### src/rtl/lfsr_arbiter_if.sv
// Bundles the seed/request/grant signals of lfsr_arbiter. The testbench drives
// the master side, and the arbiter sits on the slave side.
interface lfsr_arbiter_if #(
  parameter int WIDTH = 10
);
  logic             seed_load;
  logic [WIDTH-1:0] seed;
  logic [1:0]       req;
  logic [1:0]       gnt;
  logic [WIDTH-1:0] data;
  logic             busy;
  logic [7:0]       lockup_cnt;

  modport master (
    output seed_load, seed, req,
    input  gnt, data, busy, lockup_cnt
  );

  modport slave (
    input  seed_load, seed, req,
    output gnt, data, busy, lockup_cnt
  );
endinterface

### src/rtl/lfsr_arbiter.sv
// Two-requester round-robin arbiter. It hands out words from an XNOR LFSR,
// and the LFSR advances WIDTH steps for each request it serves.
module lfsr_arbiter #(
  parameter int WIDTH = 10,
  parameter int X1    = 6,
  parameter int X2    = 9
) (
  input logic           clk,
  input logic           reset_n,
  lfsr_arbiter_if.slave bus
);

  localparam int CW = $clog2(WIDTH + 1);

  typedef enum logic [1:0] {IDLE, LOAD, SHIFT, DELIVER} state_t;

  state_t           state_q, state_d;
  logic [WIDTH-1:0] q_q, q_d;
  logic [WIDTH-1:0] data_q, data_d;
  logic [1:0]       gnt_q, gnt_d;
  logic             busy_q, busy_d;
  logic [7:0]       lockup_q, lockup_d;
  logic             owner_q, owner_d;
  logic             last_q, last_d;
  logic [CW-1:0]    cnt_q, cnt_d;

  logic [WIDTH-1:0] shifted;
  logic [7:0]       lockup_inc;

  // All ones is the XNOR LFSR's stuck state. It is cleared to zero instead of being shifted.
  assign shifted    = {q_q[WIDTH-2:0], ~(q_q[X1] ^ q_q[X2])};
  assign lockup_inc = (lockup_q == 8'hFF) ? lockup_q : lockup_q + 8'd1;

  always_comb begin
    state_d  = state_q;
    q_d      = q_q;
    data_d   = data_q;
    gnt_d    = 2'b00;
    lockup_d = lockup_q;
    owner_d  = owner_q;
    last_d   = last_q;
    cnt_d    = cnt_q;
    case (state_q)
      IDLE: begin
        if (bus.seed_load) begin
          state_d = LOAD;
        end else if (|bus.req) begin
          owner_d = (bus.req == 2'b11) ? ~last_q : bus.req[1];
          cnt_d   = '0;
          state_d = SHIFT;
        end
      end
      LOAD: begin
        if (&bus.seed) begin
          q_d      = '0;
          lockup_d = lockup_inc;
        end else begin
          q_d = bus.seed;
        end
        state_d = IDLE;
      end
      SHIFT: begin
        if (&q_q) begin
          q_d      = '0;
          lockup_d = lockup_inc;
        end else begin
          q_d   = shifted;
          cnt_d = cnt_q + CW'(1);
          if (cnt_q == CW'(WIDTH - 1)) begin
            state_d = DELIVER;
          end
        end
      end
      DELIVER: begin
        if (bus.req[owner_q]) begin
          gnt_d  = owner_q ? 2'b10 : 2'b01;
          data_d = q_q;
          last_d = owner_q;
        end
        state_d = IDLE;
      end
      default: state_d = IDLE;
    endcase
    busy_d = (state_d != IDLE);
  end

  // After reset the pointer says requester 1 was served last, so requester 0 wins the first tie.
  always_ff @(posedge clk or negedge reset_n) begin
    if (!reset_n) begin
      state_q  <= IDLE;
      q_q      <= '0;
      data_q   <= '0;
      gnt_q    <= 2'b00;
      busy_q   <= 1'b0;
      lockup_q <= 8'd0;
      owner_q  <= 1'b0;
      last_q   <= 1'b1;
      cnt_q    <= '0;
    end else begin
      state_q  <= state_d;
      q_q      <= q_d;
      data_q   <= data_d;
      gnt_q    <= gnt_d;
      busy_q   <= busy_d;
      lockup_q <= lockup_d;
      owner_q  <= owner_d;
      last_q   <= last_d;
      cnt_q    <= cnt_d;
    end
  end

  assign bus.gnt        = gnt_q;
  assign bus.data       = data_q;
  assign bus.busy       = busy_q;
  assign bus.lockup_cnt = lockup_q;

endmodule

### src/flat_wrapper.sv
// flat-port wrapper written by rule: the top's interface ports become plain ports
module lfsr_arbiter_flat 
#(
  parameter int WIDTH = 10,
  parameter int X1    = 6,
  parameter int X2    = 9
)
  (clk, reset_n, bus_seed_load, bus_seed, bus_req, bus_gnt, bus_data, bus_busy, bus_lockup_cnt);
  lfsr_arbiter_if #(.WIDTH(WIDTH)) bus_i ();
  input logic clk;
  input logic reset_n;
  input wire logic [$bits(bus_i.seed_load)-1:0] bus_seed_load;
  input wire logic [$bits(bus_i.seed)-1:0] bus_seed;
  input wire logic [$bits(bus_i.req)-1:0] bus_req;
  output wire logic [$bits(bus_i.gnt)-1:0] bus_gnt;
  output wire logic [$bits(bus_i.data)-1:0] bus_data;
  output wire logic [$bits(bus_i.busy)-1:0] bus_busy;
  output wire logic [$bits(bus_i.lockup_cnt)-1:0] bus_lockup_cnt;
  assign bus_i.seed_load = bus_seed_load;
  assign bus_i.seed = bus_seed;
  assign bus_i.req = bus_req;
  assign bus_gnt = bus_i.gnt;
  assign bus_data = bus_i.data;
  assign bus_busy = bus_i.busy;
  assign bus_lockup_cnt = bus_i.lockup_cnt;
  lfsr_arbiter #(.WIDTH(WIDTH), .X1(X1), .X2(X2)) u_core (.clk(clk), .reset_n(reset_n), .bus(bus_i));
endmodule
### config.mk
export PLATFORM = sky130hd
export DESIGN_NAME = lfsr_arbiter_flat
export DESIGN_NICKNAME = d
export VERILOG_FILES = /design/src/rtl/lfsr_arbiter_if.sv /design/src/rtl/lfsr_arbiter.sv /design/src/flat_wrapper.sv
export SDC_FILE = /design/constraint.sdc
export NUM_CORES = 1
export LEC_CHECK = 0
export CORE_UTILIZATION = 45
export CTS_CLUSTER_SIZE = 28
export DETAILED_ROUTE_END_ITERATION = 6
export DONT_BUFFER_PORTS = 1
export PLACE_DENSITY = 0.59
export SETUP_SLACK_MARGIN = 0.05
export SYNTH_ARGS = -nofsm -noshare
export SYNTH_HDL_FRONTEND = slang
export SYNTH_SLANG_ARGS = --single-unit
export TNS_END_PERCENT = 30
### constraint.sdc
create_clock -name clk -period 3.5 [get_ports clk]
set_clock_uncertainty 0.2 [all_clocks]
set_input_delay 0.7 -clock clk [delete_from_list [all_inputs] [get_ports clk]]
set_output_delay 0.7 -clock clk [all_outputs]
set_load 0.02 [all_outputs]
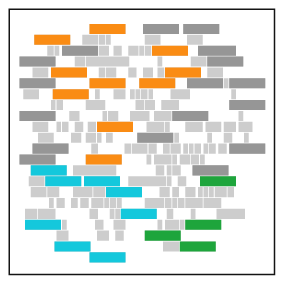
Figure 1: run 1, where the registers sit.
Scale: 4 px per um. Other sequential cells in the stronger grey, the rest of the logic in the fainter grey.
Key: u_core.bus.lockup_cnt = cyan [flops 8]; u_core.q_q = orange [flops 10]; u_core.cnt_q = green [flops 4, where south-east]
Another 17 sequential cells are not coloured.
Seq power: 0.953 mW
fin util: 53.82%
Seq/total area: 47.80%

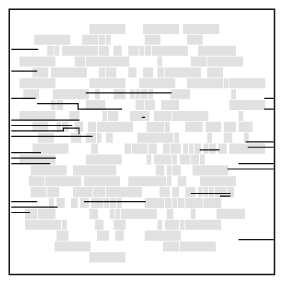
Figure 2: run 1, signal wires on met3.
Scale: 4 px per um.
24 nets have wire on it. The layer holds 7.2% of the routed length.
WL final: 3.591 mm
Vias: 1,290

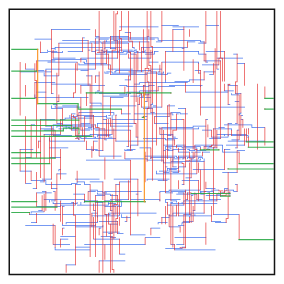
Figure 3: run 1, metal layers overlaid.
Scale: 4 px per um.
Key: M4 = orange [wire length 40.8 um]; M2 = red [wire length 1,700 um]; M1 = blue [wire length 1,590 um]; M3 = green [wire length 259 um]
aggregate global-route resource usage: 18.64%
wire length per cell: 16.18 um

## run 1: critical path: stages (launching register included)
cell,delay (ns)
dfrtp_1,0.42
inv_1,0.13
ha_1,0.29
inv_2,0.11
or4_4,0.58
a221oi_4,0.44
mux2_2,0.38
## run 1: worst min path at each step
| stage | start | slack (ns) | depth (start not counted) | to |
|---|---|---|---|---|
| floorplan | reset_n | 0.20 | 0 | u_core.bus.busy |
| global placement | reset_n | 0.21 | 0 | u_core.cnt_q[2] |
| detailed placement | reset_n | 0.21 | 0 | u_core.cnt_q[0] |
| CTS | reset_n | 0.03 | 0 | u_core.last_q |
| global route | reset_n | 0.02 | 0 | u_core.last_q |
| finish | reset_n | 0.04 | 1 | u_core.cnt_q[1] |
## run 1: flip-flops by register name (all words and copies together) (netlist names)
name,flops
u_core.bus.busy,1
u_core.last_q,1
u_core.bus.gnt,2
u_core.state_q,2
u_core.owner_q,1
u_core.bus.lockup_cnt,8
u_core.cnt_q,4
u_core.q_q,10
u_core.bus.data,10
## run 1: power by group
part           leakage [nW]  internal (mW)  total [mW]  switching, mW
clock                0.0644          0.284       0.447          0.162
sequential            0.464          0.647       0.953          0.307
combinational         0.341          0.275       0.606          0.331
## run 1: through the flow
stage | area, sq um | power (mW) | hold WS [ns]
6_report | 2044 | 2.006 | 0.03699
5_1_grt | 2044 | 2.152 | 0.02001
4_1_cts | 2044 | 2.023 | 0.03161
3_5_place_dp | 1888 | 1.563 | 0.2058
3_3_place_gp | 1888 | 1.535 | 0.2055
2_1_floorplan | 1839 | 1.416 | 0.2044
## run 1: routing by layer
| layer | up-vias | global-route usage, % |
|---|---|---|
| met4 | 0 | 5.585 |
| li1 | 608 | - |
| met1 | 642 | 24.08 |
| met3 | 5 | 7.069 |
| met5 | - | 0 |
| met2 | 35 | 28.95 |
==> run summary, run 1 <==
run metrics: Post-synth top flop dfrtp_1, flop count 39, yosys xor share 3.810%, ClkCell Share approximately 6.7%, cell count listed in synth_stat.txt 168, outcome finished, final reports clean, Worst Tran Pin Value about 0.7 ns, Hold/Removal Path Class primary input to async pin, fp util roughly 48%, max_cap viols 0, combinational share of cell area a little over 40%, CTS tree yes, Main logic family simple AND/OR/NAND/NOR gates, Seq cells post-synth 39, post-cts gate resize count 0, ratio of cells with drive above 1 in the final layout approximately 15%, worst endpoint required time between 3 and 4 ns, Worst Setup Slack, final a little over 0.8 ns, Lkg Pwr around 0.87 nW, CP Max Fanout 9, GR Overflow Total 0, Unique masters post-synth 32, Max Clk Rate about 370 MHz, Worst setup SP type flip-flop, Slew HR between 50% and 60%, unrepaired setup endpoints after global routing false, count leader, synth dfrtp_1, IO buf count 0, Top cells by area dfrtp_1 52%, mux2_2 8.0%, ha_1 5.4%, cell class ranked first by area registers, die footprint between 4000 and 5000 sq um, placed wire-length estimate about 2.5 mm, logic area around 840 sq um, post-route minimum period between 2 and 3 ns, Cell Area, Synth roughly 1800 sq um, Power Dens Cells between 900 and 1000 nW/um^2, WP data arrival 2.66 ns, Ys Warns 0, row cnt 22, FF+latch area 977.2 sq um, Final Setup Violations 0, Max clock buf depth 2, Post-synth ARST share 100.0%, Hold Vio Cnt, Final 0, vias per cell between 5 and 6, Num CTS Buffers 5, first-pass GRT wire length around 6.1 mm, initial antenna violation count 0, most frequent cells in the layout 38 x dfrtp_1, 20 x nor2_1, 16 x nand2_1, 13 x mux2_2, 11 x a21oi_1, DR WL met2 between 1.5 and 2 mm, met3 wire length 258 um, DRC 0, Die H ~66 um, post-route insts no fill 222, Inverters 4, OpenROAD warning count 31, vias in the first global route 1,301, peak supply drop roughly 460 uV, ANT nets after route 0, DR iter-0 viols between 60 and 70, Final period util around 77%, RR Endpoint u_core.bus.lockup_cnt[1], mean post-synth cell area 10.95 sq um, yosys stat chip area 1839 sq um, I/O pin count 36, Floorplan Nets approximately 190, Layout Nets ~200, largest net degree at the start of global routing 39, CP Launch Point u_core.state_q[0], Setup TNS 0 ns, RePlAce Congestion approximately 0.9, area leader, netlist dfrtp_1, Setup WS pre-CTS about 0.8 ns, Area Growth Syn to Fin 11.16%, Post-synth seq share a little over half, area share, top type 51.70%, die width between 60 and 70 um, core area 3799 sq um, Clk pin slew, worst setup/hold paths 0.08 ns
Figure 4. Routed clock nets over the placement (run 1).
Scale: 6 px per um.
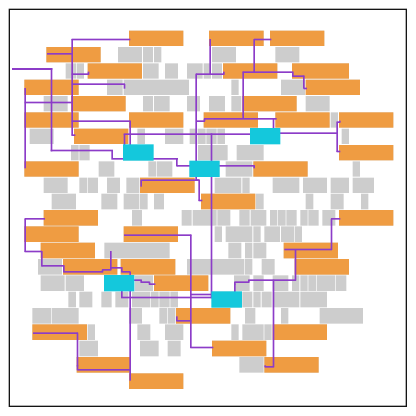

## Run 2: what changed since run 1
- clock period: 3.5 -> 2.6 ns (I/O delays scaled with it)
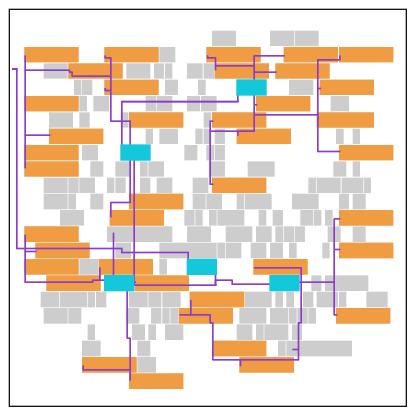
Figure 5: run 2, routed clock nets over the placement.
Scale: 6 px per um.
Key: clock-net drivers = cyan [count 5]; flip-flops = orange [count 39]; clock wires = purple [length 455 um]
Position of the flops: all over the die.
clk_lat worst skew: 0.29 ns
Clk. pwr: 0.584 mW
Clock power frac: 21.3%

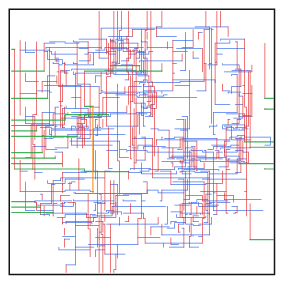
Figure 6: run 2, metal layers overlaid.
Scale: 4 px per um.
Key: M3 = green [wire length 245 um]; M1 = blue [wire length 1,600 um]; M4 = orange [wire length 21.8 um]; M2 = red [wire length 1,710 um]
aggregate global-route resource usage: 18.55%
wire length per cell: 15.68 um
Vias: 1,308
WL final: 3.576 mm

==> run 2 against run 1 <==
Synthesized cell count did not move. Worst hold slack improved by 0.16 ns. Non-clock buffer count rose by 6. Maximum frequency rose by 10%. Die size did not move. Setup slack got worse by 0.65 ns. Design area rose by 2.1%. First-iteration DRC count rose by 32%. Area after synthesis did not move. Highest routed layer unchanged.
==> run summary, run 2 <==
run metrics: delay of the slowest critical-path stage 0.55 ns (was 0.58 ns), DR iter-0 viols 83 (was 63), Main logic family simple AND/OR/NAND/NOR gates (unchanged), vias per cell 5.737 (was 5.811), hold_sp bus_seed_load, Seq cells post-synth 39 (unchanged), placed wire-length estimate 2.495 mm (was 2.520 mm), Top cells by area dfrtp_1 52%, mux2_2 8.0%, ha_1 5.4% (unchanged), initial antenna violation count 0 (unchanged), largest net degree at the start of global routing 40 (was 39), CP max stage cell or4_4 (unchanged), cell count listed in synth_stat.txt 168 (unchanged), yosys stat chip area 1839 sq um (unchanged), Hold/Removal Path Class primary input to flip-flop (was primary input to async pin), max_cap viols 0 (unchanged), Setup TNS 0 ns (unchanged), Hold EP u_core.state_q[0], Clk pin slew, worst setup/hold paths 0.08 ns (about the same), Max clock buf depth 2 (unchanged), Ys Warns 0 (unchanged), Final period util 93.25% (was 76.53%), CP Max Fanout 8 (was 9), Num CTS Buffers 5 (unchanged), ratio of cells with drive above 1 in the final layout 16.67% (was 14.94%), count leader, synth dfrtp_1 (unchanged), vias in the first global route 1,283 (was 1,301), Lkg Pwr 0.9004 nW (was 0.8699 nW), worst endpoint required time 2.57 ns (was 3.48 ns), CTS tree yes (unchanged), outcome finished, final reports clean (unchanged), Post-synth ARST share 100.0% (unchanged), Die H 65.93 um (unchanged), first-pass GRT wire length 5.920 mm (was 6.065 mm), DRC 0 (unchanged), row cnt 22 (unchanged), Slew HR 60.70% (was 54.34%), I/O pin count 36 (unchanged), Unique masters post-synth 32 (unchanged), Post-synth seq share 53.13% (unchanged), post-route minimum period 2.424 ns (was 2.678 ns), CP top delay family simple AND/OR/NAND/NOR gates (unchanged), IO buf count 0 (unchanged), Cell Area, Synth 1839 sq um (unchanged), WP data arrival 2.39 ns (was 2.66 ns), unrepaired setup endpoints after global routing false (unchanged), mean post-synth cell area 10.95 sq um (unchanged), Worst Tran Pin Value 0.5895 ns (was 0.6823 ns), CP Launch Point u_core.state_q[0] (unchanged), die footprint 4347 sq um (unchanged), OpenROAD warning count 31 (unchanged), RePlAce Congestion 0.8214 (was 0.9042), hold slack 0.1949 ns (was 0.03699 ns), WHS Path Cells 2, Layout Nets 202 (was 196), Area Growth Syn to Fin 13.54% (was 11.16%), Post-synth EDFFs 0 (unchanged), Hold Vio Cnt, Final 0 (unchanged), most frequent cells in the layout 38 x dfrtp_1, 20 x nor2_1, 16 x nand2_1, 13 x mux2_2, 11 x a21oi_1 (unchanged), core area 3799 sq um (unchanged), crit-path cells inv_1 > ha_1 > inv_2 > or4_4 > a221oi_4 > buf_4 > mux2_2 (was inv_1 > ha_1 > inv_2 > or4_4 > a221oi_4 > mux2_2), peak supply drop 766.1 uV (was 464.5 uV), yosys xor share 3.810% (unchanged), GR Overflow Total 0 (unchanged), area leader, netlist dfrtp_1 (unchanged), Final Setup Violations 0 (unchanged), Post-synth top flop dfrtp_1 (unchanged), Floorplan Nets 191 (unchanged)
[run 2: cell counts after synthesis]
No cell type changed its count.
[run 2: metrics by stage]
| stage | area [sq um] | utilization [%] | setup slack, ns | total power, mW | std cells |
|---|---|---|---|---|---|
| 2_1_floorplan | 1839 | - | 0.1341 | 1.906 | 168 |
| 3_3_place_gp | 1911 | 50.30 | 0.1818 | 2.097 | 216 |
| 3_5_place_dp | 1911 | 50.30 | 0.1278 | 2.128 | 216 |
| 4_1_cts | 2073 | 54.58 | 0.1106 | 2.743 | 226 |
| 5_1_grt | 2088 | 54.97 | 0.08720 | 2.944 | 228 |
| 6_report | 2088 | 54.97 | 0.1755 | 2.742 | 228 |
[run 2: worst max-delay path by stage]
stage                               endpoint  slack (ns)  depth (start not counted)
floorplan           u_core.bus.lockup_cnt[1]        0.13                          6
global placement    u_core.bus.lockup_cnt[1]        0.18                          6
detailed placement  u_core.bus.lockup_cnt[1]        0.13                          6
CTS                 u_core.bus.lockup_cnt[1]        0.11                          6
global route        u_core.bus.lockup_cnt[1]        0.09                          7
finish              u_core.bus.lockup_cnt[1]        0.18                          7
[run 2: power by group]
part           total [mW]  switching, mW  internal, mW
Sequential           1.28          0.409         0.871
Clock               0.584          0.200         0.383
Combinational       0.879          0.466         0.413
[run 2: final cells by class]
type	instances	share of cell area [%]
flip-flops and latches	39	46.79
multi-input cells	122	40.02
clock buffers	6	3.475
repair buffers	7	3.235
clock inverters	2	2.876
well taps	48	2.876
inverters	4	0.7190
[run 2: metal layers]
metal	GRT usage (%)	part of all wire, %
met1	23.47	45
met2	27.30	48
met3	7.759	6.9
met4	8.777	0.59
met5	0	0
[run 2: timing repair]
action,CTS,global route
gates resized,0,0
hold buffers,2,0
setup endpoints to repair,0,3
setup buffers,0,2
hold endpoints to repair,39,0
Figure 7. Track usage over the die (run 2).
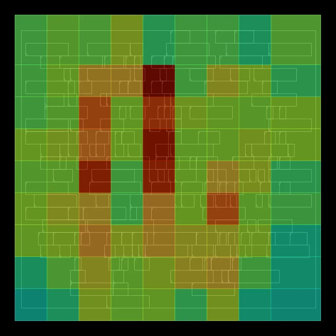

## Run 3: what changed since run 2
- PLACE_DENSITY: 0.59 -> not set
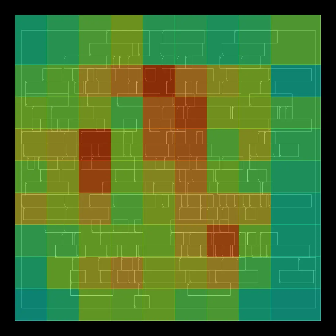
Figure 8: run 3, track usage over the die.
aggregate global-route resource usage: 18.45%
fin util: 53.69%
grt met2 use: 30.10%
GR peak layer: met2
wire length per cell: 15.64 um

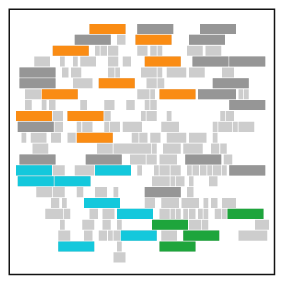
Figure 9: run 3, where the registers sit.
Scale: 4 px per um. Other sequential cells in the stronger grey, the rest of the logic in the fainter grey.
Key: u_core.cnt_q = green [flops 4]; u_core.q_q = orange [flops 10]; u_core.bus.lockup_cnt = cyan [flops 8]
Another 17 sequential cells are not coloured.
Seq/total area: 47.91%
Seq power: 1.28 mW
FF+latch area: 977.2 sq um

==> run 3 against run 2 <==
Via count is 2.1% lower. Power is 6.8% lower. Maximum frequency is 0.17% lower. Cell count is 0.44% lower. Critical path depth stayed put. Critical path type unchanged. Largest cell class unchanged.
==> run summary, run 3 <==
run metrics: Max clock buf depth 2 (unchanged), met1 usage 22.61% (was 23.47%), DRC 0 (unchanged), count leader, synth dfrtp_1 (unchanged), unrepaired setup endpoints after global routing false (unchanged), Floorplan Nets 191 (unchanged), Clock power frac 16.0% (was 21.3%), max_cap viols 0 (unchanged), Post-synth ARST share 100.0% (unchanged), P_sw 1.067 mW (was 1.075 mW), Post-synth seq share 53.13% (unchanged), Pint 1.489 mW (was 1.667 mW), vias per cell 5.639 (was 5.737), Layout Nets 201 (was 202), CP max stage cell or4_4 (unchanged), delay of the slowest critical-path stage 0.55 ns (about the same), outcome finished, final reports clean (unchanged), Final Setup Violations 0 (unchanged), Clk pin slew, worst setup/hold paths 0.07 ns (was 0.08 ns), Worst Setup Slack, final 0.1715 ns (was 0.1755 ns), Worst Tran Pin Value 0.5972 ns (was 0.5895 ns), DR WL met2 1.729 mm (was 1.711 mm), flop count 39 (unchanged), post-route insts no fill 227 (was 228), Clock buffer cells 7 (was 6), initial antenna violation count 0 (unchanged), WP data arrival 2.40 ns (was 2.39 ns), core area 3799 sq um (unchanged), Setup TNS 0 ns (unchanged), Worst setup SP type flip-flop (unchanged), Sw Ratio 41.75% (was 39.21%), mi-comb count 122 (unchanged), WL final 3.551 mm (was 3.576 mm), Setup WS pre-CTS 0.1063 ns (was 0.1278 ns), Lkg Pwr 0.8780 nW (was 0.9004 nW), Die H 65.93 um (unchanged), Top cells by area dfrtp_1 52%, mux2_2 8.0%, ha_1 5.4% (unchanged), Sequential Power Share 49.9% (was 46.7%), Seq cells post-synth 39 (unchanged), Vias 1,280 (was 1,308), Unique masters post-synth 32 (unchanged)
==> run 3: power groups by stage <==
| stage | Combinational, mW | Clock, mW | Sequential, mW |
|---|---|---|---|
| final | 0.871 | 0.409 | 1.28 |
| after global routing | 0.993 | 0.445 | 1.32 |
| after CTS | 0.868 | 0.422 | 1.28 |
| after detailed placement | 0.845 | 0 | 1.29 |
| after global placement | 0.812 | 0 | 1.28 |
| after floorplan | 0.686 | 0 | 1.22 |
==> run 3: cell families (layout without fill, tap and decap cells) <==
| group | count (synthesis) | count (layout) | synth area share (%) |
|---|---|---|---|
| AND-OR/OR-AND | 30 | 30 | 11.70 |
| XOR/XNOR | 8 | 8 | 3.810 |
| adder cells (fa/ha/maj) | 8 | 8 | 5.442 |
| buffers and inverters | 7 | 18 | 1.428 |
| flip-flops | 39 | 39 | 53.13 |
| multiplexers | 14 | 14 | 8.503 |
| AND/OR/NAND/NOR | 62 | 62 | 15.99 |
==> run 3: what timing repair did <==
item,4_1_cts,5_1_grt
setup endpoints to repair,0,4
setup buffers,0,1
hold buffers,2,0
endpoints found under the hold margin,39,0
==> run 3: worst max-delay path, delay by kind of cell (launching register included) <==
family | cells | cell delay, ns
mux | 1 | 0.34
fa+ha+maj | 1 | 0.19
flops | 1 | 0.43
simple gates | 1 | 0.55
compound gates | 1 | 0.22
buf+inv | 3 | 0.37
==> run 3: worst paths after layout <==
check	endpoint	cells past startpoint	slack, ns
max	u_core.bus.lockup_cnt[1]	7	0.17
min	u_core.state_q[0]	2	0.20
max reg2reg	u_core.bus.lockup_cnt[1]	7	0.17
min reg2reg	u_core.last_q	2	0.31
max in group asynchronous	u_core.last_q	2	1.46
min in group asynchronous	u_core.cnt_q[3]	2	0.48
Power figures rest on the tool's default switching activity, not on a simulated workload.
